run_1/m1.png
Scale bar: 20 microns. Cells faint in the background.
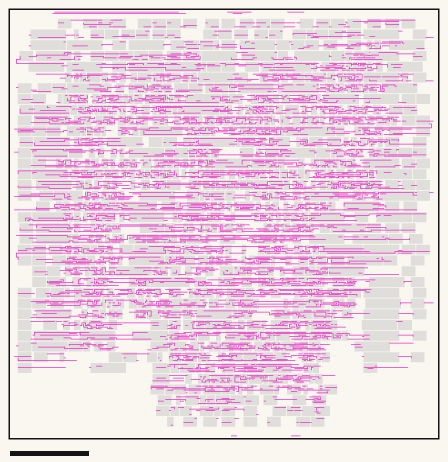
run_1/m2.png
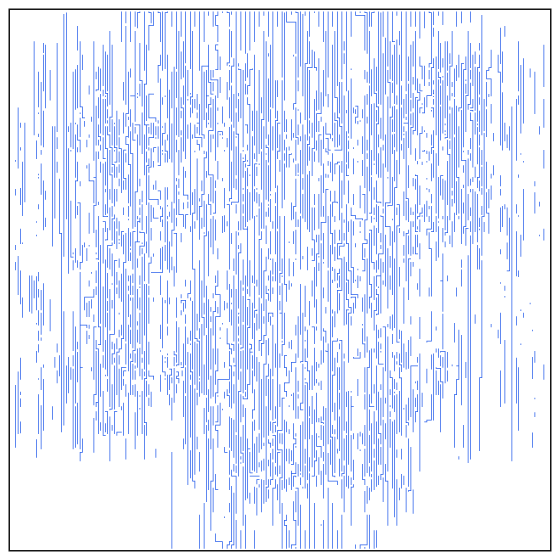
run_1/m3.png
Scale bar: 20 microns.
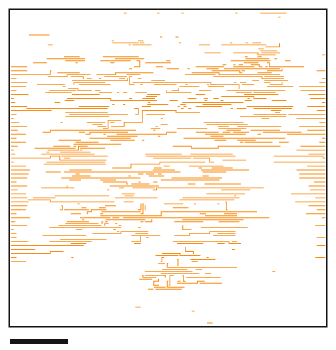
===== src/rtl/rf_write_arbiter_if.sv =====
// Writeback request bus between requesters and the regfile write arbiter.
// Carries per-requester valid/ready/addr/data plus the two regfile write ports.
interface rf_write_arbiter_if #(
    parameter int addr_w = 5,
    parameter int data_w = 32,
    parameter int n_req  = 3
);
    logic                      stall;
    logic [n_req-1:0]          req_valid;
    logic [n_req*addr_w-1:0]   req_addr;
    logic [n_req*data_w-1:0]   req_data;
    logic [n_req-1:0]          req_ready;
    logic [addr_w-1:0]         RdAddr0;
    logic [data_w-1:0]         RdData0;
    logic [addr_w-1:0]         RdAddr1;
    logic [data_w-1:0]         RdData1;

    modport master (
        output stall, req_valid, req_addr, req_data,
        input  req_ready, RdAddr0, RdData0, RdAddr1, RdData1
    );

    modport slave (
        input  stall, req_valid, req_addr, req_data,
        output req_ready, RdAddr0, RdData0, RdAddr1, RdData1
    );
endinterface


===== src/rtl/rf_write_arbiter.sv =====
// Round-robin arbiter granting up to two distinct-register writes per cycle
// onto the two regfile write ports, registered with one cycle of latency.
module rf_write_arbiter #(
    parameter int addr_w = 5,
    parameter int data_w = 32,
    parameter int n_req  = 3
) (
    input logic              clk,
    input logic              rst,
    rf_write_arbiter_if.slave bus
);
    localparam int pw  = $clog2(n_req);
    localparam int pw1 = pw + 1;
    localparam logic [pw:0] nr = pw1'(n_req);

    logic [pw-1:0]     ptr;
    logic [pw-1:0]     a_idx;
    logic [pw-1:0]     b_idx;
    logic [pw-1:0]     j;
    logic              a_hit;
    logic              b_hit;
    logic              go;
    logic [addr_w-1:0] cur;
    logic [addr_w-1:0] a_addr;
    logic [addr_w-1:0] b_addr;
    logic [data_w-1:0] a_data;
    logic [data_w-1:0] b_data;
    logic [n_req-1:0]  ready;
    logic [addr_w-1:0] rd_addr0;
    logic [data_w-1:0] rd_data0;
    logic [addr_w-1:0] rd_addr1;
    logic [data_w-1:0] rd_data1;

    // Sums of two indices are below 2*n_req, so one subtraction wraps them.
    function automatic logic [pw-1:0] wrap(input logic [pw:0] x);
        logic [pw:0] y;
        y = (x >= nr) ? x - nr : x;
        return y[pw-1:0];
    endfunction

    assign go            = !bus.stall && !rst;
    assign bus.req_ready = ready;
    assign bus.RdAddr0   = rd_addr0;
    assign bus.RdData0   = rd_data0;
    assign bus.RdAddr1   = rd_addr1;
    assign bus.RdData1   = rd_data1;

    // Scan from ptr: first nonzero request is A, next one to another register is B.
    always_comb begin
        ready  = '0;
        a_hit  = 1'b0;
        b_hit  = 1'b0;
        a_idx  = '0;
        b_idx  = '0;
        a_addr = '0;
        b_addr = '0;
        a_data = '0;
        b_data = '0;
        j      = '0;
        cur    = '0;
        for (int k = 0; k < n_req; k++) begin
            j   = wrap({1'b0, ptr} + pw1'(k));
            cur = bus.req_addr[int'(j)*addr_w +: addr_w];
            if (go && bus.req_valid[j]) begin
                if (cur == '0) begin
                    ready[j] = 1'b1;
                end else if (!a_hit) begin
                    a_hit    = 1'b1;
                    a_idx    = j;
                    a_addr   = cur;
                    a_data   = bus.req_data[int'(j)*data_w +: data_w];
                    ready[j] = 1'b1;
                end else if (!b_hit && cur != a_addr) begin
                    b_hit    = 1'b1;
                    b_idx    = j;
                    b_addr   = cur;
                    b_data   = bus.req_data[int'(j)*data_w +: data_w];
                    ready[j] = 1'b1;
                end
            end
        end
    end

    // Register the grants onto the write ports and advance past the last grant.
    always_ff @(posedge clk or posedge rst) begin
        if (rst) begin
            ptr      <= '0;
            rd_addr0 <= '0;
            rd_data0 <= '0;
            rd_addr1 <= '0;
            rd_data1 <= '0;
        end else begin
            rd_addr0 <= a_hit ? a_addr : '0;
            rd_data0 <= a_hit ? a_data : '0;
            rd_addr1 <= b_hit ? b_addr : '0;
            rd_data1 <= b_hit ? b_data : '0;
            if (b_hit) begin
                ptr <= wrap({1'b0, b_idx} + pw1'(1));
            end else if (a_hit) begin
                ptr <= wrap({1'b0, a_idx} + pw1'(1));
            end
        end
    end
endmodule


===== src/flat_wrapper.sv =====
// flat-port wrapper written by rule: the top's interface ports become plain ports
module rf_write_arbiter_flat 
#(
    parameter int addr_w = 5,
    parameter int data_w = 32,
    parameter int n_req  = 3
)
  (clk, rst, bus_stall, bus_req_valid, bus_req_addr, bus_req_data, bus_req_ready, bus_RdAddr0, bus_RdData0, bus_RdAddr1, bus_RdData1);
  rf_write_arbiter_if #(.addr_w(addr_w), .data_w(data_w), .n_req(n_req)) bus_i ();
  input logic clk;
  input logic rst;
  input wire logic [$bits(bus_i.stall)-1:0] bus_stall;
  input wire logic [$bits(bus_i.req_valid)-1:0] bus_req_valid;
  input wire logic [$bits(bus_i.req_addr)-1:0] bus_req_addr;
  input wire logic [$bits(bus_i.req_data)-1:0] bus_req_data;
  output wire logic [$bits(bus_i.req_ready)-1:0] bus_req_ready;
  output wire logic [$bits(bus_i.RdAddr0)-1:0] bus_RdAddr0;
  output wire logic [$bits(bus_i.RdData0)-1:0] bus_RdData0;
  output wire logic [$bits(bus_i.RdAddr1)-1:0] bus_RdAddr1;
  output wire logic [$bits(bus_i.RdData1)-1:0] bus_RdData1;
  assign bus_i.stall = bus_stall;
  assign bus_i.req_valid = bus_req_valid;
  assign bus_i.req_addr = bus_req_addr;
  assign bus_i.req_data = bus_req_data;
  assign bus_req_ready = bus_i.req_ready;
  assign bus_RdAddr0 = bus_i.RdAddr0;
  assign bus_RdData0 = bus_i.RdData0;
  assign bus_RdAddr1 = bus_i.RdAddr1;
  assign bus_RdData1 = bus_i.RdData1;
  rf_write_arbiter #(.addr_w(addr_w), .data_w(data_w), .n_req(n_req)) u_core (.clk(clk), .rst(rst), .bus(bus_i));
endmodule

===== config.mk =====
export PLATFORM = sky130hd
export DESIGN_NAME = rf_write_arbiter_flat
export DESIGN_NICKNAME = d
export VERILOG_FILES = /design/src/rtl/rf_write_arbiter_if.sv /design/src/rtl/rf_write_arbiter.sv /design/src/flat_wrapper.sv
export SDC_FILE = /design/constraint.sdc
export NUM_CORES = 1
export LEC_CHECK = 0
export ABC_CLOCK_PERIOD_IN_PS = 5700
export CAP_MARGIN = 10
export CORE_MARGIN = 1.5
export CORE_UTILIZATION = 52
export CTS_BUF_LIST = sky130_fd_sc_hd__clkbuf_4
export CTS_CLUSTER_DIAMETER = 30
export DETAILED_ROUTE_END_ITERATION = 6
export GPL_TIMING_DRIVEN = 0
export HOLD_SLACK_MARGIN = 0.12
export PLACE_DENSITY = 0.95
export SLEW_MARGIN = 20
export SYNTH_ARGS = -nofsm -noshare
export SYNTH_HDL_FRONTEND = slang
export SYNTH_SLANG_ARGS = --single-unit

===== constraint.sdc =====
create_clock -name clk -period 5.7 [get_ports clk]
set_input_delay 1.14 -clock clk [delete_from_list [all_inputs] [get_ports clk]]
set_output_delay 1.14 -clock clk [all_outputs]
set_load 0.05 [all_outputs]

==> results_slide.txt, run 1 <==
Physical Implementation Snapshot

Synth
  – Mux frac, synth: 8.377%
  – Mapped Area: 0.005751 sq mm
  – Yosys aoi share: 32.46%
  – Largest type area fraction: 33.07%
  – Registers, synthesis: 76
  – Mapped Nets: 889
  – Top FF cell, synth: dfrtp_1
  – Yosys stat area: 0.005751 sq mm
  – Syn_area_per_cell: 7.507 sq um
  – Synth warn: 0
  – # Cells Yosys: 766
  – Xor/xnor share: 0.9138%
  – Cell variety after synth: 57
  – Post-synth EDFFs: 0
  – Top cells by count: a21oi_1 (169), nor2_1 (111), dfrtp_1 (76)
  – Dominant kind of combinational cell: AND-OR/OR-AND gates
  – Post-synth ARST share: 100.0%
  – Adder-Cell Fraction of Synth Area: 1.305%
  – And+or+nand+nor area frac: 18.10%
  – Synth top cell by count: a21oi_1
  – Top cells, area: dfrtp_1 (33%), a21oi_1 (15%), mux2i_1 (8.2%)
  – Biggest area consumer among synthesized cells: dfrtp_1
  – Seq share, synth: 33.07%
  – Mapped Cells: 766

Hold path
  – Hold Crit Class: reg -> reg

Drt
  – Post-route ant nets: 0
  – DR iter-0 viols: 1,309
  – Via/cell ratio: 6.668
  – 1st-pass router iterations: 7
  – Wirelength per Cell: 19.95 microns
  – DRC errors left: 4

Final layout
  – Most numerous logic cells after layout: clkdlybuf4s50_1 (190), a21oi_1 (168), nor2_1 (110)
  – Antenna diodes: 0
  – Most frequent logic cell in the layout: clkdlybuf4s50_1
  – Final instance area: 0.008064 sq mm
  – Layout cells sized above 1: 5.533%
  – Fill cell count: 782
  – Area delta synth->final: 40.23%
  – Final #Nets: 1,094

Power and ir drop
  – Tot Pwr: 4.284 mW
  – Net load switching power: 2.375 mW
  – Peak supply drop: 0.3302 mV
  – Power Internal: 1.908 mW
  – Flop pwr share: 17.2%
  – Clk power: 0.399 mW
  – Logic pwr share: 73.5%
  – Top power group: combinational cells
  – P per Cell Area: 531.2 mW/mm^2
  – Power share of the clock group: 9.3%
  – Switching Share: 55.45%
  – Leak pwr: 3.295 nW
  – Seq power: 0.738 mW
  – Combinational cell power: 3.15 mW

Setup path
  – Crit path buffers/inverters: 3
  – Critical Path RT: 4.56 ns
  – Worst path cell trace: clkdlybuf4s50_1, mux2i_1, o2bb2ai_2, or4_4, o21ai_2, buf_2, nor2_1, a21oi_1, a22oi_1, o21ai_0, dlygate4sd2_1
  – Worst path max stage delay: 0.57 ns
  – CP Launch Type: input port
  – CP Max Fanout: 10
  – Crit path max-delay family: buffers and inverters
  – Slowest-stage cell, CP: or4_4
  – Critical path arrival: 4.45 ns
  – CP Class: in -> out
  – Crit path capture type: output port

Job
  – Tool warnings: 30
  – MaxCap Viol Count: 0

Placement
  – IO Port Bufs: 193
  – GPL Wtd Cong: 0.9894
  – Post-detail-place hpwl: 15,760 microns
  – Area after DPL: 0.007888 sq mm
  – DP Worst Slack: -0.3335 ns

Status
  – Failing checks: design-rule violations
  – Status: finished, violations left

STA
  – Pins Over Slew Limit: 0
  – Fmax achieved: 0.1789 GHz
  – Max transition margin: 38.94%
  – Worst Tran Pin Value: 0.9159 ns
  – Fin. Hold Viols: 0
  – Final setup vio count: 0
  – Min Tclk post-route: 5.590 ns
  – Worst Hold Slack: 0.8233 ns
  – Setup ws final: 0.1103 ns
  – Fin crit share: 98.06%
  – Worst Skew: 0.02344 ns

Floorplan
  – Row count: 38
  – I/O Pins: 194
  – Die H: 108.2 microns
  – Die area: 0.01170 sq mm
  – FP Core Util: 53.28%
  – Core area: 0.01079 sq mm
  – Die x size: 108.2 microns

Clocking
  – Post_cts resized: 4
  – Postcts setup bufs: 0
  – Worst-path clk slew: 0.13 ns
  – Cts hold-fix bufs: 0
  – Clock Sinks: 76
  – CTS max path bufs: 2
  – CTS tree: built
  – Clk latency late pin: 0.46 ns
  – CTS H-tree lvls: 3
  – CTS buffer count: 9
  – Root buffer cell: clkbuf_4

Global routing
  – Largest net degree at the start of global routing: 60
  – Total gr overflow: 0
  – Number of global-route vias before repair: 7,038
  – Antenna violations before repair: 0
  – First-pass GRT wire length: 35,050 microns
  – Gr usage total: 38.54%
## Picture notes: m1.png
main direction: horizontal
share of all routed wire: 35%

## Picture notes: m2.png
nets with wire on the layer: 932
share of all routed wire: 44%
longest straight run: 70.9 microns
wire length on this layer: 9,800 microns

## Picture notes: m3.png
wire length on this layer: 3,310 microns
longest straight run: 49.7 microns
met3 usage: 9.162%
routed wire length: 22,270 microns
via count: 7,441

run 1: metal layers:
metal	GRT usage [%]	vias to the layer above	routed length [microns]
met5	0	-	0
met4	21.80	0	1379
met3	9.162	173	3312
met2	58.45	764	9803
met1	50.44	3304	7771
li1	-	3200	-
run 1: state kept, by name, summed over array words and instances, names as in the netlist:
register            flops
u_core.bus.RdData0     32
u_core.bus.RdData1     32
u_core.bus.RdAddr0      5
u_core.bus.RdAddr1      5
u_core.ptr              2
run 1: cell type report:
cell class / count / area [sq um] / area share (%)
Buffer: 67 / 301.5 / 3.739
Clock buffer: 9 / 67.56 / 0.8379
Clock inverter: 7 / 98.84 / 1.226
Inverter: 8 / 32.53 / 0.4034
Multi-Input combinational cell: 615 / 3535 / 43.83
Sequential cell: 76 / 1902 / 23.58
Tap cell: 140 / 175.2 / 2.172
Timing Repair Buffer: 194 / 1952 / 24.20
run 1: per-stage QoR:
step	util [%]	instances	setup TNS, ns
2_1_floorplan	-	766	0
3_3_place_gp	72.80	1099	-0.3684
3_5_place_dp	73.08	1100	-0.6641
4_1_cts	74.61	1116	0
5_1_grt	74.72	1116	-0.01974
6_report	74.72	1116	0
run 1: path summary, 6_finish.rpt:
check | from | endpoint | slack [ns] | cells past startpoint
min in group asynchronous | rst | u_core.bus.RdData1[18] | 0.98 | 2
hold / removal | u_core.ptr[1] | u_core.ptr[1] | 0.82 | 2
setup / recovery | bus_req_addr[8] | bus_req_ready[1] | 0.11 | 11
hold reg to reg | u_core.ptr[1] | u_core.ptr[1] | 0.82 | 2
max in group asynchronous | rst | u_core.bus.RdAddr0[1] | 4.14 | 3
setup reg to reg | u_core.ptr[0] | u_core.ptr[0] | 1.30 | 18
run_1/clock_nets.png
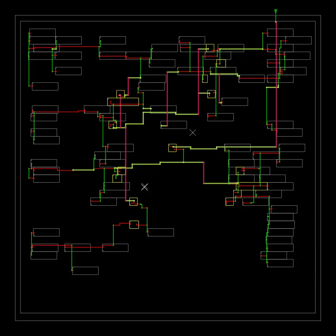

==> inputs of run 2 (changes only) <==
--- a/config.mk
+++ b/config.mk
@@ -5,16 +5,16 @@
 export SDC_FILE = /design/constraint.sdc
 export NUM_CORES = 1
 export LEC_CHECK = 0
-export ABC_CLOCK_PERIOD_IN_PS = 5700
+export ABC_CLOCK_PERIOD_IN_PS = 4800
 export CAP_MARGIN = 10
 export CORE_MARGIN = 1.5
-export CORE_UTILIZATION = 52
+export CORE_UTILIZATION = 43
 export CTS_BUF_LIST = sky130_fd_sc_hd__clkbuf_4
 export CTS_CLUSTER_DIAMETER = 30
 export DETAILED_ROUTE_END_ITERATION = 6
 export GPL_TIMING_DRIVEN = 0
-export HOLD_SLACK_MARGIN = 0.12
-export PLACE_DENSITY = 0.95
+export PLACE_DENSITY = 0.91
+export SKIP_CTS_REPAIR_TIMING = 1
 export SLEW_MARGIN = 20
 export SYNTH_ARGS = -nofsm -noshare
 export SYNTH_HDL_FRONTEND = slang
==> constraint.sdc (replaced) <==
create_clock -name clk -period 4.8 [get_ports clk]
set_input_delay 0.96 -clock clk [delete_from_list [all_inputs] [get_ports clk]]
set_output_delay 0.96 -clock clk [all_outputs]
set_load 0.05 [all_outputs]
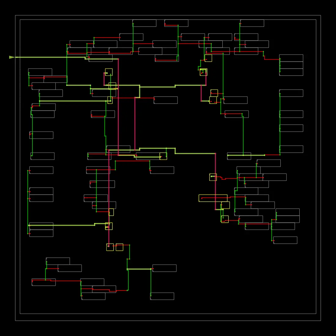
run_2/clock_nets.png
Clock Sinks: 76
Flops: 76
Worst Skew: 0.02782 ns

==> run 2 against run 1 <==
The flow finishes with violations (negative setup slack); synthesized cell count is the same; final cell count grew 3.8%; sequential power grew 18%; clock power up 7.0%; non-clock buffer count rose by 6.
==> results_slide.txt, run 2 <==
Physical Implementation Snapshot

Final layout
  – Sequential cell area share: 22.77%
  – FF+latch area: 0.001903 sq mm
  – Most frequent logic cell in the layout: clkdlybuf4s50_1
  – Logic share of the area: 44.80%
  – Antenna diodes: 0
  – Final instance area: 0.008359 sq mm
  – Layout clock area frac: 1.661%
  – Fill cell count: 1,080
  – Non-clock buffering overhead: 27.71%
  – Most numerous logic cells after layout: clkdlybuf4s50_1 (189), a21oi_1 (166), nor2_1 (107)
  – Final #Nets: 1,100
  – Clock buffers: 10
  – Layout cells sized above 1: 9.776%
  – Layout inverter count without the clock tree: 8
  – Area delta synth->final: 45.37%
  – Non-clk bufs: 267
  – Number of logic gates: 615
  – Largest class: combinational gates
  – Logic area: 0.003745 sq mm

Setup path
  – CP Launch Type: input port
  – Worst r2r src: u_core.ptr[1]
  – Crit path capture type: output port
  – CP Class: in -> out
  – Worst path cell trace: clkdlybuf4s50_1, nor2b_2, a211oi_4, nand2b_2, a31oi_1, and3_1, nor4_2, nand4_1, a21oi_2, o21ai_0, buf_4
  – Critical path arrival: 3.85 ns
  – Critical Path RT: 3.84 ns
  – Crit path buffers/inverters: 2
  – Worst path max stage delay: 0.47 ns
  – Slowest-stage cell, CP: clkdlybuf4s50_1
  – Crit path max-delay family: simple AND/OR/NAND/NOR gates
  – Setup crit start: bus_req_valid[0]
  – CP Max Fanout: 6

Synth
  – Post-synth ARST share: 100.0%
  – Yosys aoi share: 32.46%
  – Syn_area_per_cell: 7.507 sq um
  – Top cells, area: dfrtp_1 (33%), a21oi_1 (15%), mux2i_1 (8.2%)
  – Cell variety after synth: 57
  – Top FF cell, synth: dfrtp_1
  – Adder-Cell Fraction of Synth Area: 1.305%
  – Xor/xnor share: 0.9138%
  – Yosys stat area: 0.005751 sq mm
  – Mapped Area: 0.005751 sq mm
  – Synth top cell by count: a21oi_1
  – # Cells Yosys: 766
  – Mapped Nets: 889
  – Synth warn: 0
  – Largest type area fraction: 33.07%
  – Post-synth EDFFs: 0
  – Mapped Cells: 766
  – Top cells by count: a21oi_1 (169), nor2_1 (111), dfrtp_1 (76)
  – Dominant kind of combinational cell: AND-OR/OR-AND gates
  – Biggest area consumer among synthesized cells: dfrtp_1
  – Registers, synthesis: 76
  – Seq share, synth: 33.07%
  – Mux frac, synth: 8.377%
  – And+or+nand+nor area frac: 18.10%

Power and ir drop
  – Tot Pwr: 5.178 mW
  – Switching Share: 55.57%
  – Net load switching power: 2.878 mW
  – Flop pwr share: 16.8%
  – P per Cell Area: 619.4 mW/mm^2
  – Leak pwr: 3.361 nW
  – Peak supply drop: 0.3136 mV
  – Power share of the clock group: 8.3%
  – Power Internal: 2.300 mW
  – Logic pwr share: 75.0%

Global routing
  – Gr usage total: 30.18%
  – Largest net degree at the start of global routing: 56
  – Total gr overflow: 0
  – Number of global-route vias before repair: 6,709
  – Antenna violations before repair: 0
  – First-pass GRT wire length: 34,200 microns

Job
  – MaxCap Viol Count: 0
  – Tool warnings: 30

Floorplan
  – Core area: 0.01314 sq mm
  – Die x size: 118.6 microns
  – Die H: 118.6 microns
  – I/O Pins: 194
  – FP Core Util: 43.77%
  – Tap Count: 176
  – Die area: 0.01408 sq mm
  – Row count: 42

Drt
  – Post-route ant nets: 0
  – Wirelength per Cell: 19.43 microns
  – DRC errors left: 0
  – DR iter-0 viols: 1,109
  – 1st-pass router iterations: 6
  – Via/cell ratio: 6.229

Status
  – Status: finished, violations left
  – Failing checks: negative setup slack

Clocking
  – Worst-path clk slew: 0.15 ns
  – CTS buffer count: 9
  – CTS H-tree lvls: 3
  – CTS max path bufs: 2
  – Clk latency late pin: 0.47 ns
  – Root buffer cell: clkbuf_4
  – CTS tree: built

STA
  – Pins Over Slew Limit: 0
  – Worst Tran Pin Value: 0.8631 ns
  – Setup ws final: -0.006049 ns
  – Min Tclk post-route: 4.806 ns
  – Max transition margin: 42.46%
  – Fin crit share: 100.1%
  – Final setup vio count: 1
  – RSZ-0062 raised after global routing: true
  – Fin. Hold Viols: 0
  – Fmax achieved: 0.2081 GHz

Placement
  – Post-detail-place hpwl: 15,640 microns
  – GPL Wtd Cong: 0.9501
  – Area after DPL: 0.007940 sq mm
  – IO Port Bufs: 193

Hold path
  – Hold Crit Class: in -> async
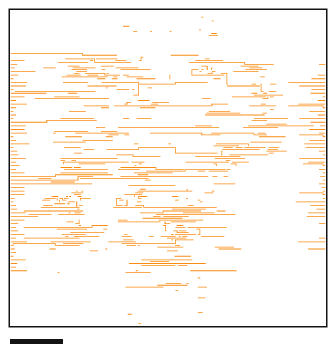
run_2/m3.png
Scale bar: 20 microns.
share of all routed wire: 12%
nets with wire on the layer: 290
main direction: horizontal
wire length on this layer: 2,800 microns
met3 usage: 5.502%
routed wire length: 22,500 microns
via count: 7,213

run 2: kinds of logic (layout without fill, tap and decap cells):
group,after synthesis,count (layout)
buffers and inverters,75,291
xor gates and xnor gates,6,6
DFF,76,76
AOI/OAI and AO/OA,326,326
and+or+nand+nor,229,229
muxes,48,48
adders and majority gates,6,6
run 2: worst paths after layout:
check                                          to  slack (ns)  cells past startpoint
hold reg to reg                     u_core.ptr[1]        0.83                      2
setup reg to reg                    u_core.ptr[0]        0.64                     14
hold / removal             u_core.bus.RdData0[28]        0.80                      2
max in group asynchronous   u_core.bus.RdAddr0[1]        3.40                      3
min in group clk                    u_core.ptr[1]        0.83                      2
setup / recovery                 bus_req_ready[1]      -0.006                     11
run 2: through the flow:
stage | hold slack, ns | std cells | TNS [ns] | worst slack, ns | util, %
after CTS | 0.8126 | 1152 | -2.560 | -0.8650 | 61.50
after global routing | 0.8479 | 1158 | -0.3735 | -0.1443 | 63.63
after detailed placement | 0.7881 | 1136 | -2.448 | -0.8278 | 60.44
after global placement | 0.7510 | 1135 | -2.359 | -0.8073 | 60.21
after floorplan | 0.6542 | 766 | 0 | 0.03135 | -
final | 0.8017 | 1158 | -0.006049 | -0.006049 | 63.63
run 2: power by group through the flow:
stage          clock, mW  combinational [mW]  sequential [mW]
6_report           0.427                3.88            0.870
5_1_grt            0.447                4.13            0.889
4_1_cts            0.423                3.61            0.870
3_5_place_dp           0                3.59            0.878
3_3_place_gp           0                3.53            0.885
2_1_floorplan          0                1.96             1.49
run 2: metal layers:
layer / wire length, microns / part of all wire, % / track usage [%] / up-vias
met2: 9983 / 44 / 46.00 / 655
li1: - / - / - / 3205
met5: 0 / 0 / 0 / -
met3: 2802 / 12 / 5.502 / 107
met1: 8761 / 39 / 41.28 / 3246
met4: 955 / 4.2 / 14.68 / 0
Power and IR drop assume default switching activity.
